===== config.mk =====
export PLATFORM = sky130hd
export DESIGN_NAME = mdu_hilo
export DESIGN_NICKNAME = d
export VERILOG_FILES = /design/src/rtl/mdu_hilo.sv
export SDC_FILE = /design/constraint.sdc
export NUM_CORES = 1
export LEC_CHECK = 0
export CAP_MARGIN = 15
export CELL_PAD_IN_SITES_DETAIL_PLACEMENT = 1
export CELL_PAD_IN_SITES_GLOBAL_PLACEMENT = 2
export CORE_MARGIN = 2
export CORE_UTILIZATION = 35
export DETAILED_ROUTE_END_ITERATION = 10
export PLACE_DENSITY_LB_ADDON = 0.1
export SKIP_CTS_REPAIR_TIMING = 1
export SYNTH_ARGS = -nofsm -noshare
export SYNTH_HDL_FRONTEND = slang
export SYNTH_SLANG_ARGS = --single-unit

===== constraint.sdc =====
create_clock -name clk -period 4.9 [get_ports clk]
set_clock_uncertainty 0.1 [all_clocks]
set_input_delay 0.98 -clock clk [delete_from_list [all_inputs] [get_ports clk]]
set_output_delay 0.98 -clock clk [all_outputs]
set_load 0.02 [all_outputs]

===== src/rtl/mdu_hilo.sv =====
// rtl/mdu_hilo.sv - MIPS32 multiply/divide unit holding architectural HI/LO
// Optional feature macro: MDU_MADD_EN (compiles in MADD/MADDU/MSUB/MSUBU, ops 6-9).
`timescale 1ns/1ps
module mdu_hilo #(
  parameter int MUL_STAGES = 1
) (
  input  logic        clk,
  input  logic        rst_n,
  input  logic        op_valid,
  input  logic [3:0]  op,
  input  logic [31:0] op_a,
  input  logic [31:0] op_b,
  output logic [31:0] mul_a,
  output logic [31:0] mul_b,
  output logic        mul_sign,
  input  logic [63:0] mul_prod,
  output logic        busy,
  output logic        done,
  output logic [31:0] hi,
  output logic [31:0] lo
);

  localparam logic [3:0] OP_MULT  = 4'd0;
  localparam logic [3:0] OP_MULTU = 4'd1;
  localparam logic [3:0] OP_DIV   = 4'd2;
  localparam logic [3:0] OP_DIVU  = 4'd3;
  localparam logic [3:0] OP_MTHI  = 4'd4;
  localparam logic [3:0] OP_MTLO  = 4'd5;
`ifdef MDU_MADD_EN
  localparam logic [3:0] OP_MADD  = 4'd6;
  localparam logic [3:0] OP_MADDU = 4'd7;
  localparam logic [3:0] OP_MSUB  = 4'd8;
  localparam logic [3:0] OP_MSUBU = 4'd9;
`endif

  localparam logic [4:0] MUL_LAST = 5'(MUL_STAGES - 1);
  localparam logic [4:0] DIV_LAST = 5'd31;

  typedef enum logic [1:0] {S_IDLE, S_MUL, S_DIV, S_FIX} state_e;

`ifdef MDU_MADD_EN
  typedef enum logic [1:0] {ACC_WR, ACC_ADD, ACC_SUB} acc_e;
  acc_e acc_op_q, acc_op_d;
`endif

  state_e      state_q, state_d;
  logic [31:0] hi_q, hi_d, lo_q, lo_d;
  logic [31:0] mul_a_q, mul_a_d, mul_b_q, mul_b_d;
  logic        mul_sign_q, mul_sign_d;
  logic        busy_q, busy_d, done_q, done_d;
  logic [4:0]  cnt_q, cnt_d;
  // Divider: quo_q starts as the dividend magnitude and is shifted out MSB
  // first while quotient bits shift in at the LSB.
  logic [31:0] rem_q, rem_d, quo_q, quo_d, dvsr_q, dvsr_d;
  logic        neg_quo_q, neg_quo_d, neg_rem_q, neg_rem_d;

  logic        div_signed;
  logic [32:0] div_shift, div_trial;
  logic        div_ge;
  logic [63:0] prod_sel;

  assign div_signed = (op == OP_DIV);

  // Product seen at commit: direct from mul, or through extra pipeline stages
  generate
    if (MUL_STAGES <= 1) begin : g_prod_direct
      assign prod_sel = mul_prod;
    end else begin : g_prod_pipe
      logic [63:0] pipe_q [MUL_STAGES-1];
      // Product pipeline registers between mul and the HI/LO commit
      always_ff @(posedge clk or negedge rst_n) begin
        if (!rst_n) begin
          for (int i = 0; i < MUL_STAGES - 1; i++) pipe_q[i] <= '0;
        end else begin
          pipe_q[0] <= mul_prod;
          for (int i = 1; i < MUL_STAGES - 1; i++) pipe_q[i] <= pipe_q[i-1];
        end
      end
      assign prod_sel = pipe_q[MUL_STAGES-2];
    end
  endgenerate

  // Restoring step: trial subtraction, borrow-out clear means the bit is 1
  always_comb begin
    div_shift = {rem_q, quo_q[31]};
    div_trial = div_shift - {1'b0, dvsr_q};
    div_ge    = ~div_trial[32];
  end

  // Next-state and datapath update for the IDLE/MUL/DIV/FIX sequencer
  always_comb begin
    state_d    = state_q;
    hi_d       = hi_q;
    lo_d       = lo_q;
    mul_a_d    = mul_a_q;
    mul_b_d    = mul_b_q;
    mul_sign_d = mul_sign_q;
    busy_d     = busy_q;
    done_d     = 1'b0;
    cnt_d      = cnt_q;
    rem_d      = rem_q;
    quo_d      = quo_q;
    dvsr_d     = dvsr_q;
    neg_quo_d  = neg_quo_q;
    neg_rem_d  = neg_rem_q;
`ifdef MDU_MADD_EN
    acc_op_d   = acc_op_q;
`endif
    unique case (state_q)
      S_IDLE: begin
        if (op_valid) begin
          case (op)
            OP_MULT, OP_MULTU: begin
              mul_a_d    = op_a;
              mul_b_d    = op_b;
              mul_sign_d = (op == OP_MULT);
              cnt_d      = '0;
              busy_d     = 1'b1;
              state_d    = S_MUL;
`ifdef MDU_MADD_EN
              acc_op_d   = ACC_WR;
`endif
            end
`ifdef MDU_MADD_EN
            OP_MADD, OP_MADDU, OP_MSUB, OP_MSUBU: begin
              mul_a_d    = op_a;
              mul_b_d    = op_b;
              mul_sign_d = (op == OP_MADD) || (op == OP_MSUB);
              acc_op_d   = ((op == OP_MADD) || (op == OP_MADDU)) ? ACC_ADD : ACC_SUB;
              cnt_d      = '0;
              busy_d     = 1'b1;
              state_d    = S_MUL;
            end
`endif
            OP_DIV, OP_DIVU: begin
              rem_d     = '0;
              quo_d     = (div_signed && op_a[31]) ? (~op_a + 32'd1) : op_a;
              dvsr_d    = (div_signed && op_b[31]) ? (~op_b + 32'd1) : op_b;
              neg_quo_d = div_signed && (op_a[31] ^ op_b[31]);
              neg_rem_d = div_signed && op_a[31];
              cnt_d     = '0;
              busy_d    = 1'b1;
              state_d   = S_DIV;
            end
            OP_MTHI: hi_d = op_a;
            OP_MTLO: lo_d = op_a;
            default: ;
          endcase
        end
      end
      S_MUL: begin
        if (cnt_q == MUL_LAST) begin
`ifdef MDU_MADD_EN
          case (acc_op_q)
            ACC_ADD: {hi_d, lo_d} = {hi_q, lo_q} + prod_sel;
            ACC_SUB: {hi_d, lo_d} = {hi_q, lo_q} - prod_sel;
            default: {hi_d, lo_d} = prod_sel;
          endcase
`else
          {hi_d, lo_d} = prod_sel;
`endif
          cnt_d   = '0;
          busy_d  = 1'b0;
          done_d  = 1'b1;
          state_d = S_IDLE;
        end else begin
          cnt_d = cnt_q + 5'd1;
        end
      end
      S_DIV: begin
        rem_d = div_ge ? div_trial[31:0] : div_shift[31:0];
        quo_d = {quo_q[30:0], div_ge};
        if (cnt_q == DIV_LAST) begin
          cnt_d   = '0;
          state_d = S_FIX;
        end else begin
          cnt_d = cnt_q + 5'd1;
        end
      end
      S_FIX: begin
        // Divide-by-zero falls out naturally: quotient all ones, remainder |a|
        lo_d    = neg_quo_q ? (~quo_q + 32'd1) : quo_q;
        hi_d    = neg_rem_q ? (~rem_q + 32'd1) : rem_q;
        busy_d  = 1'b0;
        done_d  = 1'b1;
        state_d = S_IDLE;
      end
      default: state_d = S_IDLE;
    endcase
  end

  // State and datapath registers; reset aborts any operation in flight
  always_ff @(posedge clk or negedge rst_n) begin
    if (!rst_n) begin
      state_q    <= S_IDLE;
      hi_q       <= '0;
      lo_q       <= '0;
      mul_a_q    <= '0;
      mul_b_q    <= '0;
      mul_sign_q <= 1'b0;
      busy_q     <= 1'b0;
      done_q     <= 1'b0;
      cnt_q      <= '0;
      rem_q      <= '0;
      quo_q      <= '0;
      dvsr_q     <= '0;
      neg_quo_q  <= 1'b0;
      neg_rem_q  <= 1'b0;
`ifdef MDU_MADD_EN
      acc_op_q   <= ACC_WR;
`endif
    end else begin
      state_q    <= state_d;
      hi_q       <= hi_d;
      lo_q       <= lo_d;
      mul_a_q    <= mul_a_d;
      mul_b_q    <= mul_b_d;
      mul_sign_q <= mul_sign_d;
      busy_q     <= busy_d;
      done_q     <= done_d;
      cnt_q      <= cnt_d;
      rem_q      <= rem_d;
      quo_q      <= quo_d;
      dvsr_q     <= dvsr_d;
      neg_quo_q  <= neg_quo_d;
      neg_rem_q  <= neg_rem_d;
`ifdef MDU_MADD_EN
      acc_op_q   <= acc_op_d;
`endif
    end
  end

  assign mul_a    = mul_a_q;
  assign mul_b    = mul_b_q;
  assign mul_sign = mul_sign_q;
  assign busy     = busy_q;
  assign done     = done_q;
  assign hi       = hi_q;
  assign lo       = lo_q;

endmodule


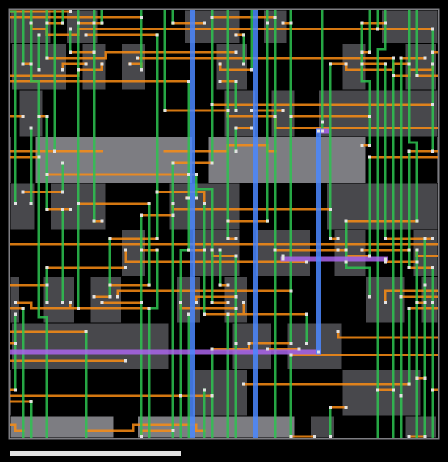
Fig. 1. Close-up of the layout (run 1).
The bar under the picture is 10 um long. Window x 91 to 116, y 132 to 157 um. Cells in grey, sequential cells in the stronger grey; small squares are vias.
[met1] orange
[met3] purple
[met4] blue
[met2] green
most frequent: nand2_1 (5), xnor2_1 (5), a21oi_1 (4)
sequential cells in the window: 2
cells with their middle in the window: 36
netlist names of flops here include: lo (1), quo_q (1)

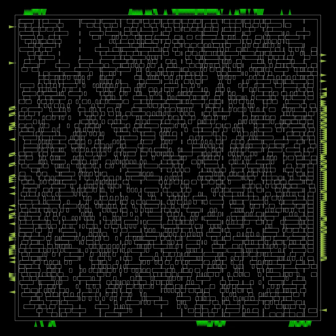
Fig. 2. Placed standard cells (run 1).
Final Util: 45.8%
sequential cell area share: 31.6%

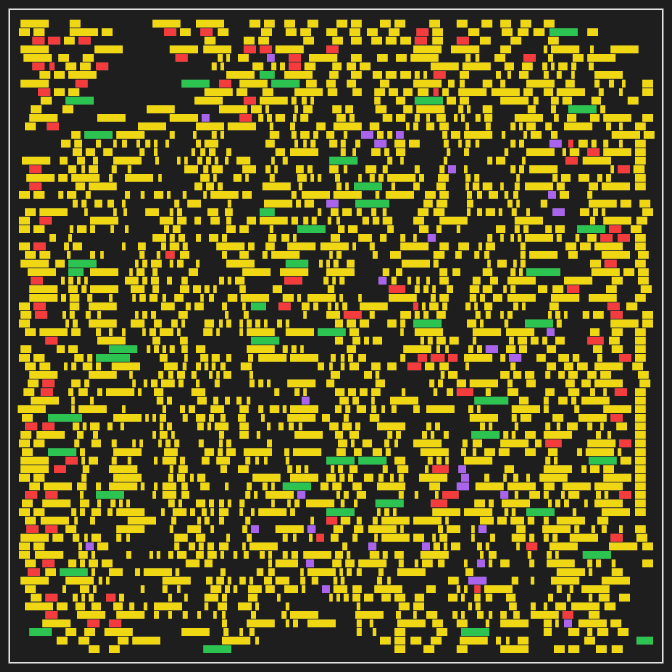
Fig. 3. Drive-strength map (run 1).
[drive 3 to 4] purple | cells: 32
[drive 2] red | cells: 89
[drive 6 and up] green | cells: 43
[drive 1 or less] yellow | cells: 1711
Non-CTS buffers: 290
Finished Cell Area: 0.0187 mm^2
final worst slack: 1.12 ns

==> job_summary.md, run 1 <==
## Implementation flow summary

| Metric | Value |
|---|---|
| Global route overflow | `0` |
| Initial antenna violation count | `3` |
| Starting density of the core | `a little over a third` |
| Core footprint | `slightly above 0.04 mm^2` |
| Post-Syn Instances | `1627` |
| IO buf count | `about 270` |
| Hold WC Path Type | `flop to flop` |
| Ports | `between 200 and 300` |
| Lkg Pwr | `7.84 nW` |
| Rows | `between 70 and 80` |
| Met2 routed WL | `24.9 mm` |
| Dominant register cell | `dfrtp_1` |
| Critical path's slowest cell | `or4_4` |
| Via/cell ratio | `roughly 5.4` |
| Cell total in the yosys stat output | `1627` |
| Drt first-iter violations | `626` |
| Met1 Routed Length | `23.6 mm` |
| Critical path peak fanout | `5` |
| Status | `complete, no violations` |
| Routed via count | `13000` |
-- run 1: metrics by stage --
step	utilization (%)	hold slack (ns)	worst slack, ns
after floorplan	-	0.350	1.52
after global placement	43.3	0.360	0.651
after detailed placement	43.3	0.369	0.690
after CTS	45.8	0.381	1.11
after global routing	45.8	0.406	0.932
final	45.8	0.374	1.12
-- run 1: final timing paths --
| check | startpoint | endpoint | slack [ns] |
|---|---|---|---|
| worst max-delay path | quo_q[0]$_DFFE_PN0P_ | lo[28]$_DFFE_PN0P_ | 1.12 |
| worst min-delay path | lo[25]$_DFFE_PN0P_ | lo[25]$_DFFE_PN0P_ | 0.37 |
| worst max register to register | quo_q[0]$_DFFE_PN0P_ | lo[28]$_DFFE_PN0P_ | 1.12 |
| worst min register to register | lo[25]$_DFFE_PN0P_ | lo[25]$_DFFE_PN0P_ | 0.37 |
| max in group asynchronous | rst_n | lo[27]$_DFFE_PN0P_ | 3.30 |
| min in group asynchronous | rst_n | hi[24]$_DFFE_PN0P_ | 0.39 |
-- run 1: final cells by class --
cell class                 count  area [um^2]  area share, %
inverter                      57          214           1.15
multi-input combinational   1240         7980           42.7
timing repair buffer         290         2870           15.4
tap                          532          666           3.56
sequential                   236         5910           31.6
clock buffer                  43          861           4.61
antenna                        3         7.51         0.0402
clock inverter                 9          170          0.911
-- run 1: cell families (layout without fill, tap and decap cells) --
logic type,after synthesis,after routing,share of synthesized area (%)
adders and majority gates,44,44,3.87
AOI/OAI and AO/OA,536,536,22.8
muxes,71,71,5.49
and+or+nand+nor,445,445,14.2
xor gates and xnor gates,144,144,8.75
DFF,236,236,41.0
buffers and inverters,151,399,3.94
other,0,3,0
-- run 1: sequential cells by signal, indices dropped and copies added (netlist names) --
signal     flops
dvsr_q        32
hi            32
lo            32
mul_a         32
mul_b         32
quo_q         32
rem_q         32
cnt_q          5
state_q        2
busy           1
done           1
mul_sign       1
neg_quo_q      1
neg_rem_q      1
-- run 1: power breakdown --
part | switching [mW] | leakage, nW | internal [mW] | total [mW]
combinational | 4.82 | 4.29 | 3.31 | 8.13
sequential | 0.791 | 3.05 | 2.74 | 3.53
clock | 0.865 | 0.507 | 1.47 | 2.33
-- run 1: Yosys cell counts, drive strengths merged (4+ instances only) --
library cell | n | area [um^2]
and2 | 18 | 113
nor4 | 5 | 31.3
a221oi | 27 | 262
nand2 | 222 | 833
nand2b | 8 | 50.1
nand4 | 8 | 50.1
a211oi | 4 | 30.0
buf | 7 | 26.3
and3 | 6 | 37.5
xor2 | 47 | 412
dfrtp | 236 | 5910
nor2b | 6 | 37.5
or3 | 17 | 126
o21bai | 4 | 30.0
o31ai | 29 | 228
mux2i | 6 | 60.1
o211ai | 5 | 37.5
mux2 | 65 | 732
inv | 56 | 210
nor2 | 91 | 342
nor3 | 15 | 80.1
a21o | 14 | 105
o41ai | 16 | 148
nand3 | 16 | 80.1
a31oi | 9 | 56.3
or4 | 20 | 161
a22o | 42 | 368
xnor2 | 97 | 850
a32oi | 5 | 43.8
clkbuf | 87 | 328
a21oi | 139 | 696
ha | 43 | 538
o21ai | 225 | 1130
Fig. 4: run 1, clock network drawn from the DEF
The bar under the picture is 50 um long.
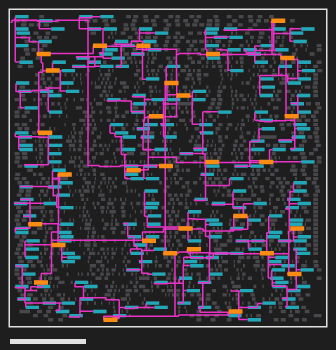

## Run 2: what changed since run 1
--- a/config.mk
+++ b/config.mk
@@ -9,7 +9,7 @@
 export CELL_PAD_IN_SITES_DETAIL_PLACEMENT = 1
 export CELL_PAD_IN_SITES_GLOBAL_PLACEMENT = 2
 export CORE_MARGIN = 2
-export CORE_UTILIZATION = 35
+export CORE_UTILIZATION = 32
 export DETAILED_ROUTE_END_ITERATION = 10
 export PLACE_DENSITY_LB_ADDON = 0.1
 export SKIP_CTS_REPAIR_TIMING = 1
==> constraint.sdc (replaced) <==
create_clock -name clk -period 3.72 [get_ports clk]
set_clock_uncertainty 0.1 [all_clocks]
set_input_delay 0.744 -clock clk [delete_from_list [all_inputs] [get_ports clk]]
set_output_delay 0.744 -clock clk [all_outputs]
set_load 0.02 [all_outputs]
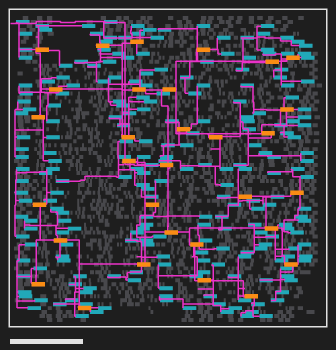
Fig. 5. Clock network drawn from the DEF (run 2).
The bar under the picture is 50 um long.
[clock wires] magenta | length: 4070 um
[flip-flops] cyan | count: 236
[cells driving clock nets] orange | count: 31
routed clock nets: 32
flops lie: all over the die
Clock Power Share: 15.1%
Late-Pin Clk Latency: 0.57 ns
Clock Power: 2.86 mW

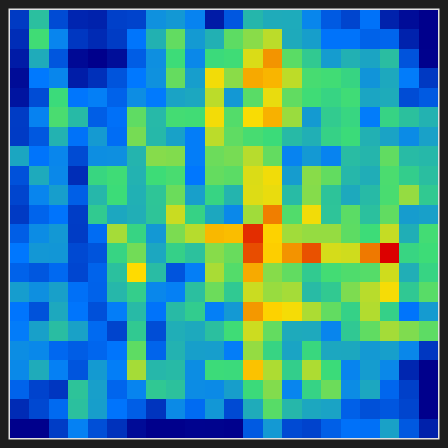
Fig. 6. Wire density map (run 2).
22 x 22 tiles, from dark blue (low) to red (high), scaled to the fullest tile. Values are wire area over tile area, all layers added.
tiles over half the peak: 28%
nearly empty tiles: 3.1%
fullest tile: 0.49
emptiest ninth of the die: upper left
mean over tiles: 0.19
wire per inst: 21.7 um
DRT Wirelength: 55.2 mm
GRT Total Usage: 23.5%

==> run 2 against run 1 <==
Via count is 3.5% higher; hold slack worse by 0.27 ns; area after synthesis stayed put; critical path type unchanged; global-route usage down 1.1 points; combinational power increased by 43%; first-iteration DRC count up 3.0%.
==> job_summary.md, run 2 <==
## Implementation flow summary

| Metric | Value |
|---|---|
| Status | `complete, no violations` |
| Fin Hold WS | `0.107 ns (-0.266 ns)` |
| #FFs+latches synth | `around 240` |
| Lkg Pwr | `8.18 nW (+4.3%)` |
| Initial antenna violation count | `3 (unchanged)` |
| Crit. Startpoint | `quo_q[0]$_DFFE_PN0P_` |
| IO buf count | `265 (unchanged)` |
| Reg-to-Reg Start | `quo_q[0]$_DFFE_PN0P_` |
| Met2 routed WL | `25.6 mm (+2.9%)` |
| Routed via count | `13400 (+3.5%)` |
| Most numerous cell in the Yosys netlist | `dfrtp_1` |
| Critical path peak fanout | `4 (-1)` |
| Cell taking the most area after synthesis | `dfrtp_1` |
| Critical path's slowest cell | `or4_4` |
| Top cells by area | `dfrtp_1 (41%), o21ai_0 (7.5%), xnor2_1 (5.9%), nand2_1 (5.8%), mux2_2 (5.1%)` |
| Dominant register cell | `dfrtp_1` |
| Hold WC Path Type | `primary input to asynchronous set/reset pin` |
| Cell total in the yosys stat output | `1627 (unchanged)` |
| Rows | `77 (+4.1%)` |
| Ports | `266 (unchanged)` |
| Drt first-iter violations | `645 (+3.0%)` |
| Post-Syn Instances | `1627 (unchanged)` |
| Global route overflow | `0 (unchanged)` |
| Register area | `0.00591 mm^2 (unchanged)` |
| Met1 Routed Length | `25.1 mm (+6.7%)` |
| Via/cell ratio | `5.28 (-1.9%)` |
| FF-to-FF setup slack | `0.15 ns (-0.97 ns)` |
| Gate Area | `0.00802 mm^2 (+0.44%)` |
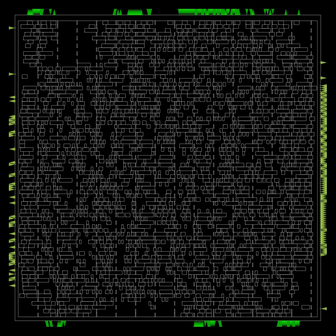
Fig. 7. Placed standard cells (run 2).
sequential cell count: 236
Final Util: 43.5%
tapcell count: 592
core footprint: 0.0443 mm^2

## run 2: cell counts after synthesis
Identical to the previous run, type by type.
## run 2: final cells by class
cell class	count	area share, %
inverters	57	1.11
clock buffers	48	4.82
flip-flops and latches	236	30.6
repair buffers	361	17.8
multi-input cells	1240	41.6
diodes	2	0.0260
clock inverters	6	0.156
well taps	592	3.84
## run 2: power breakdown
group	internal, mW	switching [mW]
Combinational	4.89	6.70
Clock	1.69	1.17
Sequential	3.61	0.942
Total	10.2	8.82
## run 2: worst max-delay path by stage
stage	endpoint	depth (start not counted)
after detailed placement	quo_q[31]$_DFFE_PN0P_	8
after global placement	quo_q[31]$_DFFE_PN0P_	8
after floorplan	lo[29]$_DFFE_PN0P_	10
final	lo[31]$_DFFE_PN0P_	10
after CTS	hi[31]$_DFFE_PN0P_	9
after global routing	lo[29]$_DFFE_PN0P_	10
## run 2: cell families after synthesis
group           synth area share, %
xor+xnor                       8.75
fa+ha+maj                      3.87
compound gates                 22.8
flops                          41.0
simple gates                   14.2
mux                            5.49
buf+inv                        3.94
## run 2: stage by stage
step	instances	setup slack, ns	utilization [%]	TNS (ns)
2_1_floorplan	1627	0.421	-	0
3_3_place_gp	2486	-0.171	41.3	-0.171
3_5_place_dp	2486	-0.127	41.3	-0.127
4_1_cts	2540	0.0436	43.4	0
5_1_grt	2541	0.0242	43.5	0
6_report	2542	0.150	43.5	0
## run 2: metal layers
metal  up-vias  track usage [%]
met5         -                0
li1       6423                -
met4         2             8.77
met2       284             38.9
met3        80             2.89
met1      6621             31.6
No activity file was given, so power comes from the tool's default toggle rates.
